### src/rtl/vga_sync_receiver.sv
// vga_sync_receiver
// Receiving end of a VGA timing stream. Samples hs/vs/blank, measures line and frame
// lengths plus the hsync width, rebuilds active-pixel coordinates, and declares lock
// once enough consecutive frames match the expected timing.
module vga_sync_receiver #(
  parameter int H_TOTAL     = 800,
  parameter int H_SYNC      = 96,
  parameter int V_TOTAL     = 525,
  parameter int LOCK_FRAMES = 2
) (
  input  logic        Clk,
  input  logic        Reset_n,
  input  logic        hs,
  input  logic        vs,
  input  logic        blank,
  output logic [9:0]  RxX,
  output logic [9:0]  RxY,
  output logic        RxValid,
  output logic        LineStart,
  output logic        FrameStart,
  output logic        Locked,
  output logic [10:0] HTotal,
  output logic [9:0]  VTotal,
  output logic [7:0]  LockLoss
);

  localparam logic [10:0] H_TOTAL_C = 11'(H_TOTAL);
  localparam logic [10:0] H_SYNC_C  = 11'(H_SYNC);
  localparam logic [9:0]  V_TOTAL_C = 10'(V_TOTAL);
  localparam logic [3:0]  LOCK_N    = 4'(LOCK_FRAMES);

  typedef enum logic [1:0] {
    SEARCH  = 2'd0,
    ACQUIRE = 2'd1,
    LOCKED  = 2'd2
  } state_t;

  function automatic logic [10:0] sat_inc11(input logic [10:0] v);
    return (&v) ? v : v + 11'd1;
  endfunction

  function automatic logic [9:0] sat_inc10(input logic [9:0] v);
    return (&v) ? v : v + 10'd1;
  endfunction

  function automatic logic [7:0] sat_inc8(input logic [7:0] v);
    return (&v) ? v : v + 8'd1;
  endfunction

  // Input sampling stage
  logic hs_q, hs_qq;
  logic vs_q, vs_qq;
  logic blank_q;

  logic hs_fall;
  logic hs_rise;
  logic vs_fall;

  // Horizontal measurement
  logic [10:0] hcnt;
  logic [10:0] hcnt_inc;
  logic [10:0] hsw;
  logic [10:0] hsw_last;
  logic        line_ok;

  // Vertical measurement
  logic [9:0]  vcnt;
  logic [9:0]  vtotal_meas;
  logic        frame_bad;
  logic        frame_ok;

  // Coordinate reconstruction
  logic [9:0]  px_cnt;
  logic        line_active;

  // Lock FSM
  state_t      state;
  state_t      state_nxt;
  logic [3:0]  good_cnt;
  logic [3:0]  good_nxt;
  logic [7:0]  loss_nxt;

  // Register the sync pins twice so edges are detected on clean, aligned samples.
  always_ff @(posedge Clk or negedge Reset_n) begin
    if (!Reset_n) begin
      hs_q    <= 1'b0;
      hs_qq   <= 1'b0;
      vs_q    <= 1'b0;
      vs_qq   <= 1'b0;
      blank_q <= 1'b0;
    end else begin
      hs_q    <= hs;
      hs_qq   <= hs_q;
      vs_q    <= vs;
      vs_qq   <= vs_q;
      blank_q <= blank;
    end
  end

  assign hs_fall = hs_qq & ~hs_q;
  assign hs_rise = ~hs_qq & hs_q;
  assign vs_fall = vs_qq & ~vs_q;

  assign hcnt_inc = sat_inc11(hcnt);

  // A line is judged when it ends: its length is hcnt+1 and its sync pulse was
  // captured into hsw_last when hs returned high earlier in the same line.
  assign line_ok = (hcnt_inc == H_TOTAL_C) && (hsw_last == H_SYNC_C);

  // Measure line length and hsync width; the fall cycle itself is the first low clock.
  always_ff @(posedge Clk or negedge Reset_n) begin
    if (!Reset_n) begin
      hcnt     <= '0;
      HTotal   <= '0;
      hsw      <= '0;
      hsw_last <= '0;
    end else begin
      if (hs_fall) begin
        hcnt   <= '0;
        HTotal <= hcnt_inc;
      end else begin
        hcnt   <= hcnt_inc;
      end

      if (hs_fall) begin
        hsw <= 11'd1;
      end else if (!hs_q) begin
        hsw <= sat_inc11(hsw);
      end

      if (hs_rise) begin
        hsw_last <= hsw;
      end
    end
  end

  // A line edge landing on the same cycle as the frame edge still belongs to the
  // frame that is closing, so it is folded into both the count and the verdict.
  assign vtotal_meas = hs_fall ? sat_inc10(vcnt) : vcnt;
  assign frame_ok    = !frame_bad && (!hs_fall || line_ok) && (vtotal_meas == V_TOTAL_C);

  // Count lines per frame and remember whether any line in the frame failed.
  always_ff @(posedge Clk or negedge Reset_n) begin
    if (!Reset_n) begin
      vcnt      <= '0;
      VTotal    <= '0;
      frame_bad <= 1'b0;
    end else if (vs_fall) begin
      vcnt      <= '0;
      VTotal    <= vtotal_meas;
      frame_bad <= 1'b0;
    end else begin
      if (hs_fall) begin
        vcnt <= sat_inc10(vcnt);
      end
      if (hs_fall && !line_ok) begin
        frame_bad <= 1'b1;
      end
    end
  end

  // Rebuild the pixel index: RxX shows the 0-based index of the pixel now on blank_q,
  // px_cnt holds how many visible pixels this line has produced so far.
  always_ff @(posedge Clk or negedge Reset_n) begin
    if (!Reset_n) begin
      RxX    <= '0;
      px_cnt <= '0;
    end else if (hs_fall) begin
      RxX    <= '0;
      px_cnt <= {9'd0, blank_q};
    end else if (blank_q) begin
      RxX    <= px_cnt;
      px_cnt <= sat_inc10(px_cnt);
    end
  end

  // Rebuild the line index: only lines that carried visible pixels advance RxY.
  always_ff @(posedge Clk or negedge Reset_n) begin
    if (!Reset_n) begin
      line_active <= 1'b0;
      RxY         <= '0;
    end else begin
      if (hs_fall) begin
        line_active <= blank_q;
      end else if (blank_q) begin
        line_active <= 1'b1;
      end

      if (vs_fall) begin
        RxY <= '0;
      end else if (hs_fall && line_active) begin
        RxY <= sat_inc10(RxY);
      end
    end
  end

  // Output pulses and pixel-valid, aligned with the coordinate registers.
  always_ff @(posedge Clk or negedge Reset_n) begin
    if (!Reset_n) begin
      LineStart  <= 1'b0;
      FrameStart <= 1'b0;
      RxValid    <= 1'b0;
    end else begin
      LineStart  <= hs_fall;
      FrameStart <= vs_fall;
      RxValid    <= blank_q & Locked;
    end
  end

  // Lock FSM state, good-frame counter and lock-loss counter.
  always_ff @(posedge Clk or negedge Reset_n) begin
    if (!Reset_n) begin
      state    <= SEARCH;
      good_cnt <= '0;
      LockLoss <= '0;
    end else begin
      state    <= state_nxt;
      good_cnt <= good_nxt;
      LockLoss <= loss_nxt;
    end
  end

  // Lock decisions happen only at frame edges; the first frame after SEARCH is partial
  // and therefore never scored.
  always_comb begin
    state_nxt = state;
    good_nxt  = good_cnt;
    loss_nxt  = LockLoss;
    unique case (state)
      SEARCH: begin
        if (vs_fall) begin
          state_nxt = ACQUIRE;
          good_nxt  = '0;
        end
      end
      ACQUIRE: begin
        if (vs_fall) begin
          if (frame_ok) begin
            good_nxt = good_cnt + 4'd1;
            if (good_cnt + 4'd1 == LOCK_N) begin
              state_nxt = LOCKED;
            end
          end else begin
            good_nxt = '0;
          end
        end
      end
      LOCKED: begin
        if (vs_fall && !frame_ok) begin
          state_nxt = ACQUIRE;
          good_nxt  = '0;
          loss_nxt  = sat_inc8(LockLoss);
        end
      end
      default: begin
        state_nxt = SEARCH;
        good_nxt  = '0;
      end
    endcase
  end

  assign Locked = (state == LOCKED);

endmodule

### config.mk
export PLATFORM = sky130hd
export DESIGN_NAME = vga_sync_receiver
export DESIGN_NICKNAME = d
export VERILOG_FILES = /design/src/rtl/vga_sync_receiver.sv
export SDC_FILE = /design/constraint.sdc
export NUM_CORES = 1
export LEC_CHECK = 0
export CORE_MARGIN = 3
export CORE_UTILIZATION = 50
export DETAILED_ROUTE_END_ITERATION = 10
export GPL_ROUTABILITY_DRIVEN = 0
export PLACE_DENSITY = 0.7
export SYNTH_ARGS = -nofsm -noshare
export SYNTH_HDL_FRONTEND = slang
export SYNTH_SLANG_ARGS = --single-unit
### constraint.sdc
create_clock -name Clk -period 4.5 [get_ports Clk]
set_input_delay 0.9 -clock Clk [delete_from_list [all_inputs] [get_ports Clk]]
set_output_delay 0.9 -clock Clk [all_outputs]
set_load 0.02 [all_outputs]
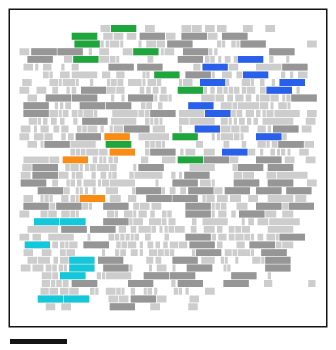
Figure 1: run 1, where the registers sit.
The bar under the picture is 20 microns long. Other sequential cells in the stronger grey, the rest of the logic in the fainter grey.
| netlist name | colour | flops |
|---|---|---|
| hcnt | blue | 11 |
| RxX | green | 10 |
| good_cnt | orange | 4 |
| LockLoss | cyan | 8 |
Reg area: 0.00295 sq mm
power in sequential cells: 1.23 mW
Finished Core Util: 65.0%
Seq/total area: 43.0%

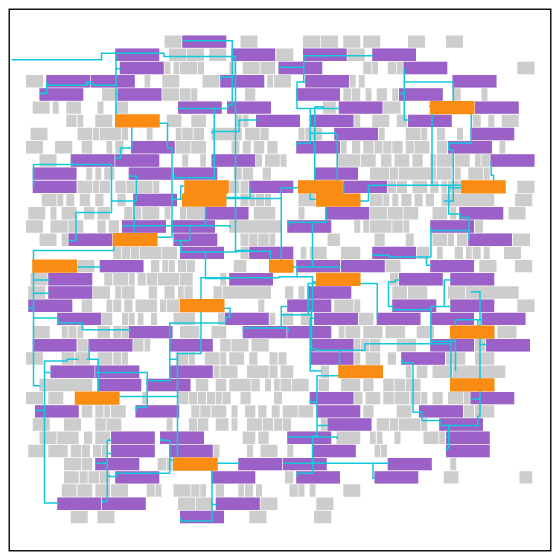
Figure 2: run 1, clock network drawn from the DEF.
[flip-flops] purple | count: 118
[clock wires] cyan | length: 1470 microns
[clock drivers] orange | count: 17
flops lie: all over the die
routed clock nets: 18
Clk network pwr share: 48.4%
power in the clock group: 1.47 mW

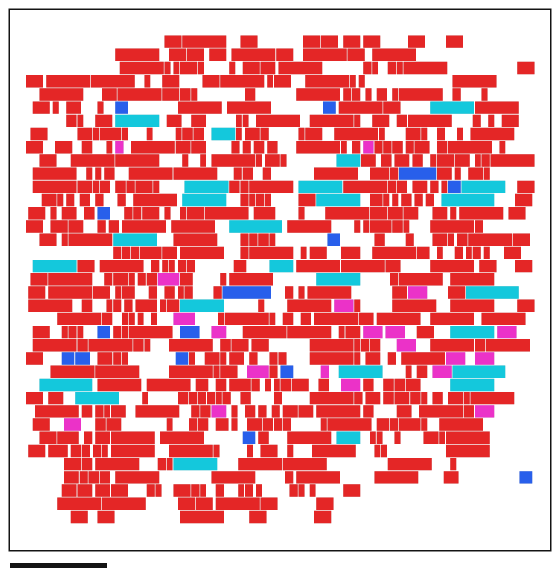
Figure 3: run 1, cell sizes after repair.
The bar under the picture is 20 microns long.
| size | colour | cells |
|---|---|---|
| _0 and _1 cells | red | 549 |
| _6 and larger | cyan | 25 |
| _3 and _4 cells | blue | 15 |
| _2 cells | magenta | 20 |

==> CHANGELOG.md, run 1 <==
## Implementation

- Die width: 111 microns
- Hold Path Cell Cnt: 0
- Post-route ant nets: 0
- Post-synth EDFFs: 0
- Num sequential: 118
- Diode count: 0
- Tmin final: ~3.5 ns
- Crit path max-delay family: AND-OR/OR-AND gates
- Peak VDD IR: roughly 450 uV
- CTS tree: done
- Top cells by area: dfrtp_1 53%, nor2_1 4.5%, xor2_1 3.6%, o21ai_0 3.3%, mux2i_1 3.3%
- Top logic family: simple AND/OR/NAND/NOR gates
- Max-cap violation count: 0
- I/O pin total: 58
- Vias in the first global route: 4007
- Worst-Skew Late Latency: 0.51 ns
- Worst reg2reg startpoint: hcnt[3]
- Clkbuf count: 20
- TritonRoute pass-1 iters: 5
- Clock Sinks: between 100 and 150
- Design Area, Final: 0.00687 sq mm
- Cell Pwr Density: 441 mW/mm^2
- Syn-to-layout area delta: 24.0%
- Clk slew on worst S/H paths: roughly 0.060 ns
- WL final: approximately 11 mm
- Flop2flop setup slack: about 1 ns
- Pwr Total: 3.03 mW
- Routed len/inst: approximately 15 microns
- Basic Gates by Area: 20.8%
- Yosys Chip Area: 0.00554 sq mm
- Mux area share: 5.69%
- Combinational fraction of the cell area: a little over a third
- Max clock buf depth: 2
- Critical path depth: 8
- Total congestion overflow: 0
- Seq cells post-synth: between 100 and 150
- Hold Crit Start: vs_q
- Clock H-tree levels: 4
- Standby leakage power: 3.15 nW
- Yosys aoi share: under 10%
- Placed Instances: 713
- Status: completed
- Post-CTS resize count: 0
- CP Capture Type: register
- Hold WC Path Type: register to register
- Largest class: registers
- Num CTS Buffers: 17
- Logic Gate Count: 383
- Synth Instances: 538
- CP required: between 4 and 5 ns
- Synth area leader: dfrtp_1
- Non-clock buffer total of the final layout: 63
- Sequential area share after synthesis: between 50% and 60%
- Top-area cell type share of the netlist area: a little over half
- Drt drc: 0
- Critical-path cell list: and4_1 > nand4_4 > or3_1 > a2111o_1 > a2111oi_4 > buf_4 > nor3_2 > mux2_1
- Total global-route track usage: 19.5%
- Yosys xor share: 6.01%
- Setup Skew: around 0.0045 ns
- Worst setup path category: register to register
- Worst Setup SP: hcnt[3]
- Share of cells above drive strength 1: 9.85%
- Count leader, synth: dfrtp_1
run 1: power breakdown:
part | total, mW | switching, mW | internal [mW]
clock network | 1.47 | 0.470 | 0.997
logic | 0.327 | 0.183 | 0.144
registers | 1.23 | 0.0903 | 1.14
run 1: placed cells by master (no fill, tap or decap), types with 16 or more instances in the layout:
cell / count
nand3_1: 26
mux2i_1: 18
and3_1: 20
o21ai_0: 37
xor2_1: 23
clkdlybuf4s50_1: 56
clkbuf_16: 16
nand2_1: 45
dfrtp_1: 118
nor2_1: 67
run 1: layer usage:
metal	track usage, %	vias up	routed length (microns)
met1	26.7	2031	5400
met3	5.57	13	462
li1	-	2005	-
met2	29.6	90	5330
met4	7.30	0	121
met5	0	-	0
Figure 4. Clock nets (run 1).
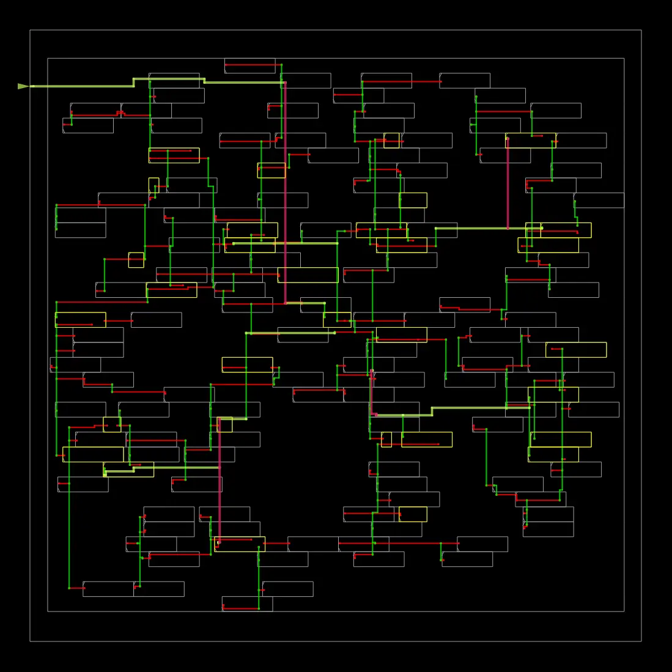

## Run 2: what changed since run 1
--- a/config.mk
+++ b/config.mk
@@ -9,7 +9,7 @@
 export CORE_UTILIZATION = 50
 export DETAILED_ROUTE_END_ITERATION = 10
 export GPL_ROUTABILITY_DRIVEN = 0
-export PLACE_DENSITY = 0.7
+export PLACE_DENSITY = 0.73
 export SYNTH_ARGS = -nofsm -noshare
 export SYNTH_HDL_FRONTEND = slang
 export SYNTH_SLANG_ARGS = --single-unit
==> constraint.sdc (replaced) <==
create_clock -name Clk -period 3.1 [get_ports Clk]
set_input_delay 0.62 -clock Clk [delete_from_list [all_inputs] [get_ports Clk]]
set_output_delay 0.62 -clock Clk [all_outputs]
set_load 0.02 [all_outputs]
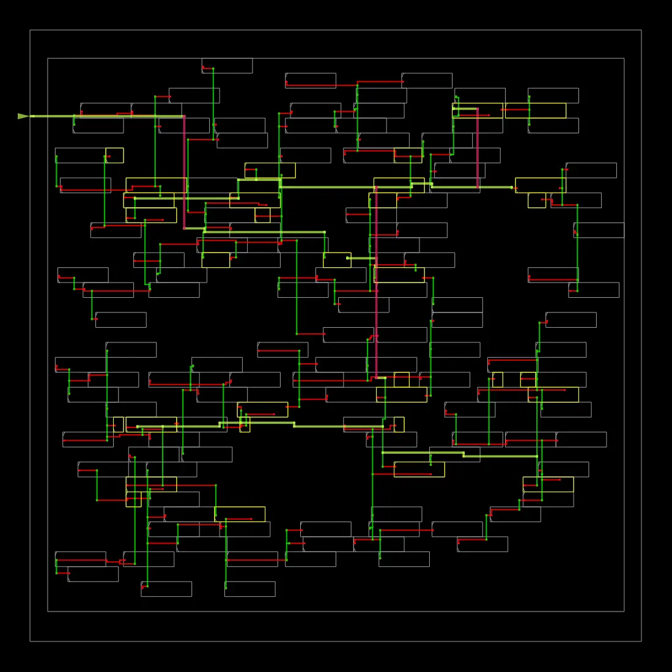
Figure 5: run 2, clock nets.
Num CTS Buffers: 17
num sequential: 118
clkbuf count: 20
Worst-Skew Late Latency: 0.51 ns

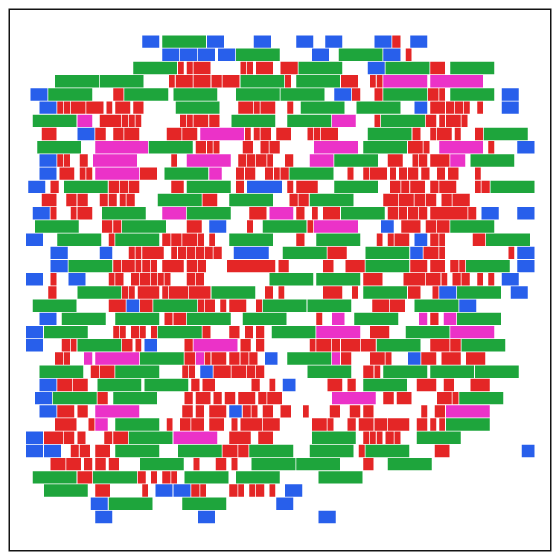
Figure 6: run 2, cells coloured by class.
| class | colour | cells | share of their area |
|---|---|---|---|
| flops | green | 118 | 44% |
| other buffers and delay cells | blue | 71 | 10% |
| combinational and other logic | red | 396 | 37% |
| clock drivers and dummy loads | magenta | 32 | 8.7% |
Design Area, Final: 0.00688 sq mm
Rows: 37
Core Area: 0.0106 sq mm
Seq/total area: 42.9%
Finished Core Util: 65.2%

==> CHANGELOG.md, run 2 <==
## Implementation

- Final setup fails: 0
- Cell Pwr Density: between 600 and 700 mW/mm^2
- Peak VDD IR: ~460 uV
- Clock Sinks: 118
- Synth area leader: dfrtp_1
- Critical path depth: 9
- Synth Instances: 538
- Share of cells above drive strength 1: around 11%
- Number of buffers and inverters on the critical path: 1
- Crit path max-delay family: AND-OR/OR-AND gates
- Most numerous logic cell after layout: dfrtp_1
- Non-clock buffer total of the final layout: 71
- Top Layout Cells: 118 x dfrtp_1, 67 x nor2_1, 56 x clkdlybuf4s50_1
- Post-synth EDFFs: 0
- Seq cells post-synth: about 120
- Yosys xor share: 6.01%
- Top logic family: simple AND/OR/NAND/NOR gates
- Reg area: 0.00295 sq mm
- Max clock buf depth: 2
- Status: completed
- Die width: 111 microns
- Clk slew on worst S/H paths: roughly 0.060 ns
- Pwr Total: 4.16 mW
- Top cells by area: dfrtp_1 53%, nor2_1 4.5%, xor2_1 3.6%, o21ai_0 3.3%, mux2i_1 3.3%
- CTS tree: done
- Drt drc: 0
- Logic Gate Count: 383
- Flop2flop setup slack: about 0.16 ns
- Critical-path cell list: ha_1 > and2_2 > nand4_4 > or3_1 > a2111o_1 > a2111oi_4 > buf_12 > nor3_2 > mux2_1
- Max-cap violation count: 0
- Post-route ant nets: 0
- Combinational fraction of the cell area: a little over a third
- Standby leakage power: 3.17 nW
- CP required: 3.49 ns
- Yosys Chip Area: 0.00554 sq mm
- Basic Gates by Area: 20.8%
- Hold WC Path Type: input pin to asynchronous set/reset pin
- CP Capture Type: register
- Count leader, synth: dfrtp_1
- Vias in the first global route: ~4100
- Sequential area share after synthesis: 53.3%
- Total congestion overflow: 0
- Clock H-tree levels: 4
- Worst reg2reg startpoint: hcnt[1]
- Routed len/inst: 15.0 microns
- Routed vias: 4155
- Netlist cell types: 58
- Yosys aoi share: 9.51%
- TritonRoute pass-1 iters: 5
- Mux area share: 5.69%
- Tmin final: roughly 2.9 ns
- Syn-to-layout area delta: 24.3%
- I/O pin total: between 50 and 60
- Total global-route track usage: 19.4%
- WL final: 11.3 mm
- Worst Setup SP: hcnt[1]
- Diode count: 0
- Setup Skew: 0.00941 ns
- Top-area cell type share of the netlist area: 53.3%
- Largest class: registers
- Worst setup path category: register to register
- Placed Instances: between 700 and 800
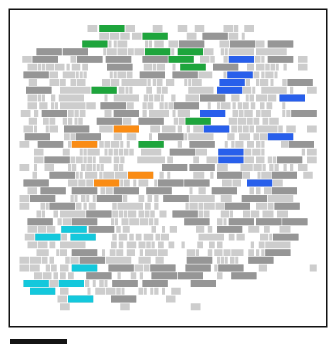
Figure 7: run 2, where the registers sit.
The bar under the picture is 20 microns long. Other sequential cells in the stronger grey, the rest of the logic in the fainter grey.
| netlist name | colour | flops |
|---|---|---|
| LockLoss | cyan | 8 |
| good_cnt | orange | 4 |
| hcnt | blue | 11 |
| RxX | green | 10 |

==> run 2: routing by layer <==
layer	global-route usage [%]	share of wire [%]	vias to the layer above
met5	0	0	-
met4	5.76	1.2	0
li1	-	-	2024
met1	25.7	44	1996
met3	6.11	5.8	17
met2	30.9	49	118
==> run 2: worst reg2reg max path, cell delays in order (launching register included) <==
cell and delay [ns]:
dfrtp_1 0.40, ha_1 0.26, and2_2 0.24, nand4_4 0.11, or3_1 0.32, a2111o_1 0.49
a2111oi_4 0.42, buf_12 0.20, nor3_2 0.06, mux2_1 0.33
==> run 2: power by group <==
group          internal [mW]  switching, mW  total [mW]
sequential              1.66          0.113        1.77
clock                   1.20          0.682        1.88
combinational          0.221          0.279       0.500
total                   3.08           1.07        4.16
Figure 8. Clock network drawn from the DEF (run 2).
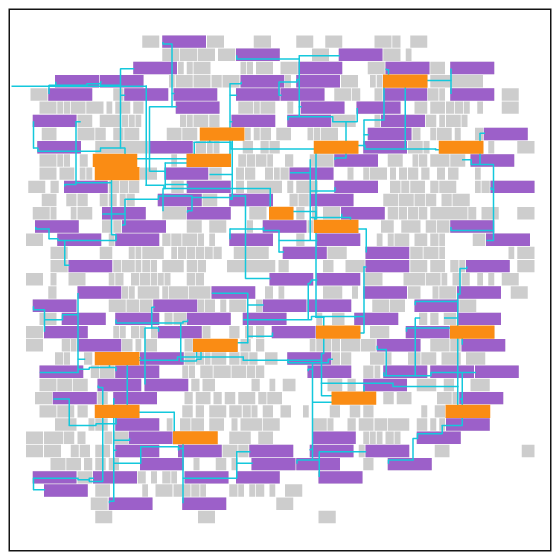

## Run 3: what changed since run 2
--- a/config.mk
+++ b/config.mk
@@ -9,6 +9,7 @@
 export CORE_UTILIZATION = 50
 export DETAILED_ROUTE_END_ITERATION = 10
 export GPL_ROUTABILITY_DRIVEN = 0
+export GPL_TIMING_DRIVEN = 0
 export PLACE_DENSITY = 0.73
 export SYNTH_ARGS = -nofsm -noshare
 export SYNTH_HDL_FRONTEND = slang
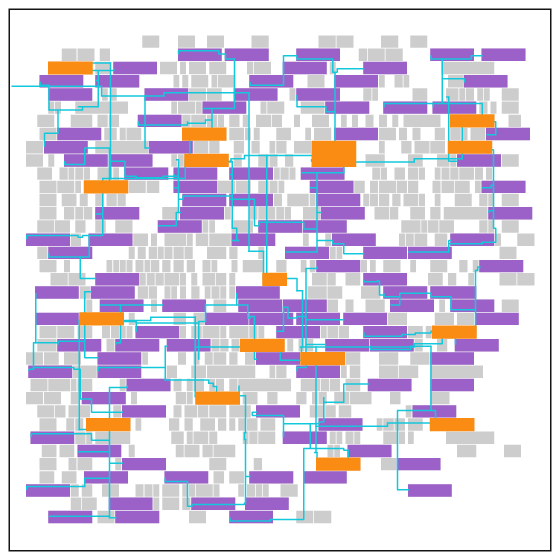
Figure 9: run 3, clock network drawn from the DEF.
Worst-Skew Late Latency: 0.53 ns
power in the clock group: 2.11 mW
Setup Skew: 0.00645 ns
Clk network pwr share: 47.9%

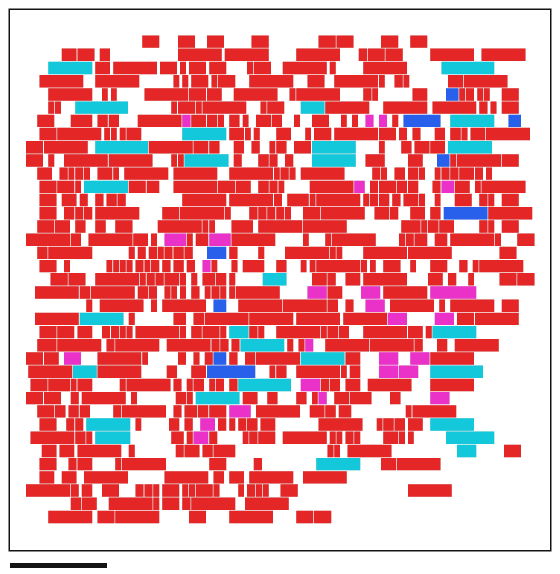
Figure 10: run 3, cell sizes after repair.
The bar under the picture is 20 microns long.
Syn-to-layout area delta: 26.4%
Design Area, Final: 0.00700 sq mm

==> CHANGELOG.md, run 3 <==
## Implementation

- Cell Pwr Density: 631 mW/mm^2
- Met3 usage: 5.84%
- Hold WC Path Type: register to register
- Placed Instances: 732
- Total global-route track usage: 21.1%
- Most numerous logic cell after layout: dfrtp_1
- Worst Setup SP: hcnt[1]
- Highest routed metal layer: met4
- Max clock buf depth: 2
- Critical path depth: 9
- Sequential area share after synthesis: 53.3%
- Routed vias: 4353
- Number of buffers and inverters on the critical path: 1
- Top logic family: simple AND/OR/NAND/NOR gates
- Die width: 111 microns
- Synth Instances: 538
- Met2 wire length: around 6 mm
- CTS tree: done
- Rows: 37
- Finished Core Util: 66.3%
- Seq cells post-synth: 118
- Worst setup path category: register to register
- Hold Path Cell Cnt: 0
- Share of cells above drive strength 1: around a tenth
- I/O pin total: 58
- Status: completed
- Final setup fails: 0
- Drt drc: 0
- Top Layout Cells: 117 x dfrtp_1, 67 x nor2_1, 56 x clkdlybuf4s50_1
- Yosys xor share: 6.01%
- Critical-path cell list: ha_4 > and2_2 > nand4_4 > or3_1 > a2111o_1 > a2111oi_4 > buf_4 > nor3_2 > mux2_1
- Top-area cell type share of the netlist area: 53.3%
- Worst reg2reg startpoint: hcnt[1]
- Standby leakage power: ~3.2 nW
- Synth area leader: dfrtp_1
- Met3 wire length: ~590 microns
- Max-cap violation count: 0
- GRT met1 Usage: 28.0%
- Tmin final: ~3 ns
- Clk slew on worst S/H paths: 0.06 ns
- WL final: roughly 12 mm
- Num CTS Buffers: 17
- Vias in the first global route: approximately 4300
- Basic Gates by Area: 20.8%
- Diode count: 0
- Count leader, synth: dfrtp_1
- Top cells by area: dfrtp_1 53%, nor2_1 4.5%, xor2_1 3.6%, o21ai_0 3.3%, mux2i_1 3.3%
- Crit path max-delay family: AND-OR/OR-AND gates
- CP Capture Type: register
- Total congestion overflow: 0
- Hold Crit Start: vs_q
- Mux area share: 5.69%
- Pwr Total: 4.41 mW
- Netlist cell types: 58
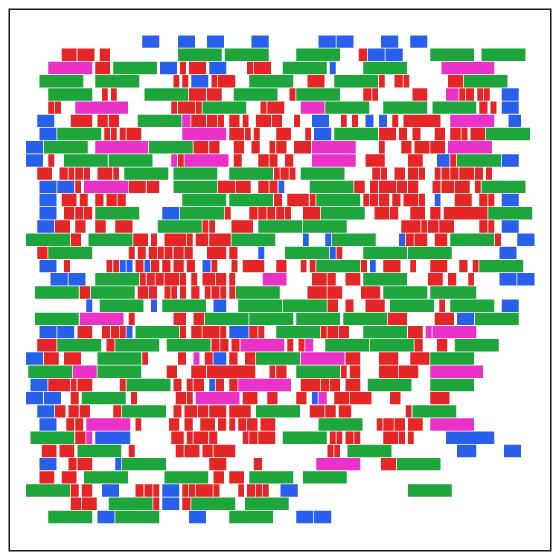
Figure 11: run 3, cells coloured by class.
| class | colour | cells | share of their area |
|---|---|---|---|
| other buffers and delay cells | blue | 86 | 11% |
| clock drivers and dummy loads | magenta | 32 | 9.2% |
| flops | green | 118 | 43% |
| combinational and other logic | red | 396 | 36% |

## run 3: final cells by class
type	instances	area [sq um]	area share, %
sequential	118	2950	42.2
tap	136	170	2.43
multi-input combinational	383	2440	34.9
inverter	13	48.8	0.698
clock inverter	9	173	2.47
clock buffer	23	457	6.53
buffer	24	109	1.56
timing repair buffer	62	644	9.21
## run 3: repair_timing
item                                    in CTS  in global routing
gates cloned                                 0                  0
hold buffers                                 1                  0
resized                                      0                  4
pin swaps                                    1                  0
endpoints found under the setup margin      14                 12
setup buffers                                3                  0
hold endpoints to repair                    25                  0
## run 3: power by group
group / internal [mW] / switching (mW) / total, mW
registers: 1.66 / 0.118 / 1.78
clock network: 1.43 / 0.686 / 2.11
logic: 0.229 / 0.290 / 0.520
Power is estimated from default activity; no workload was simulated.
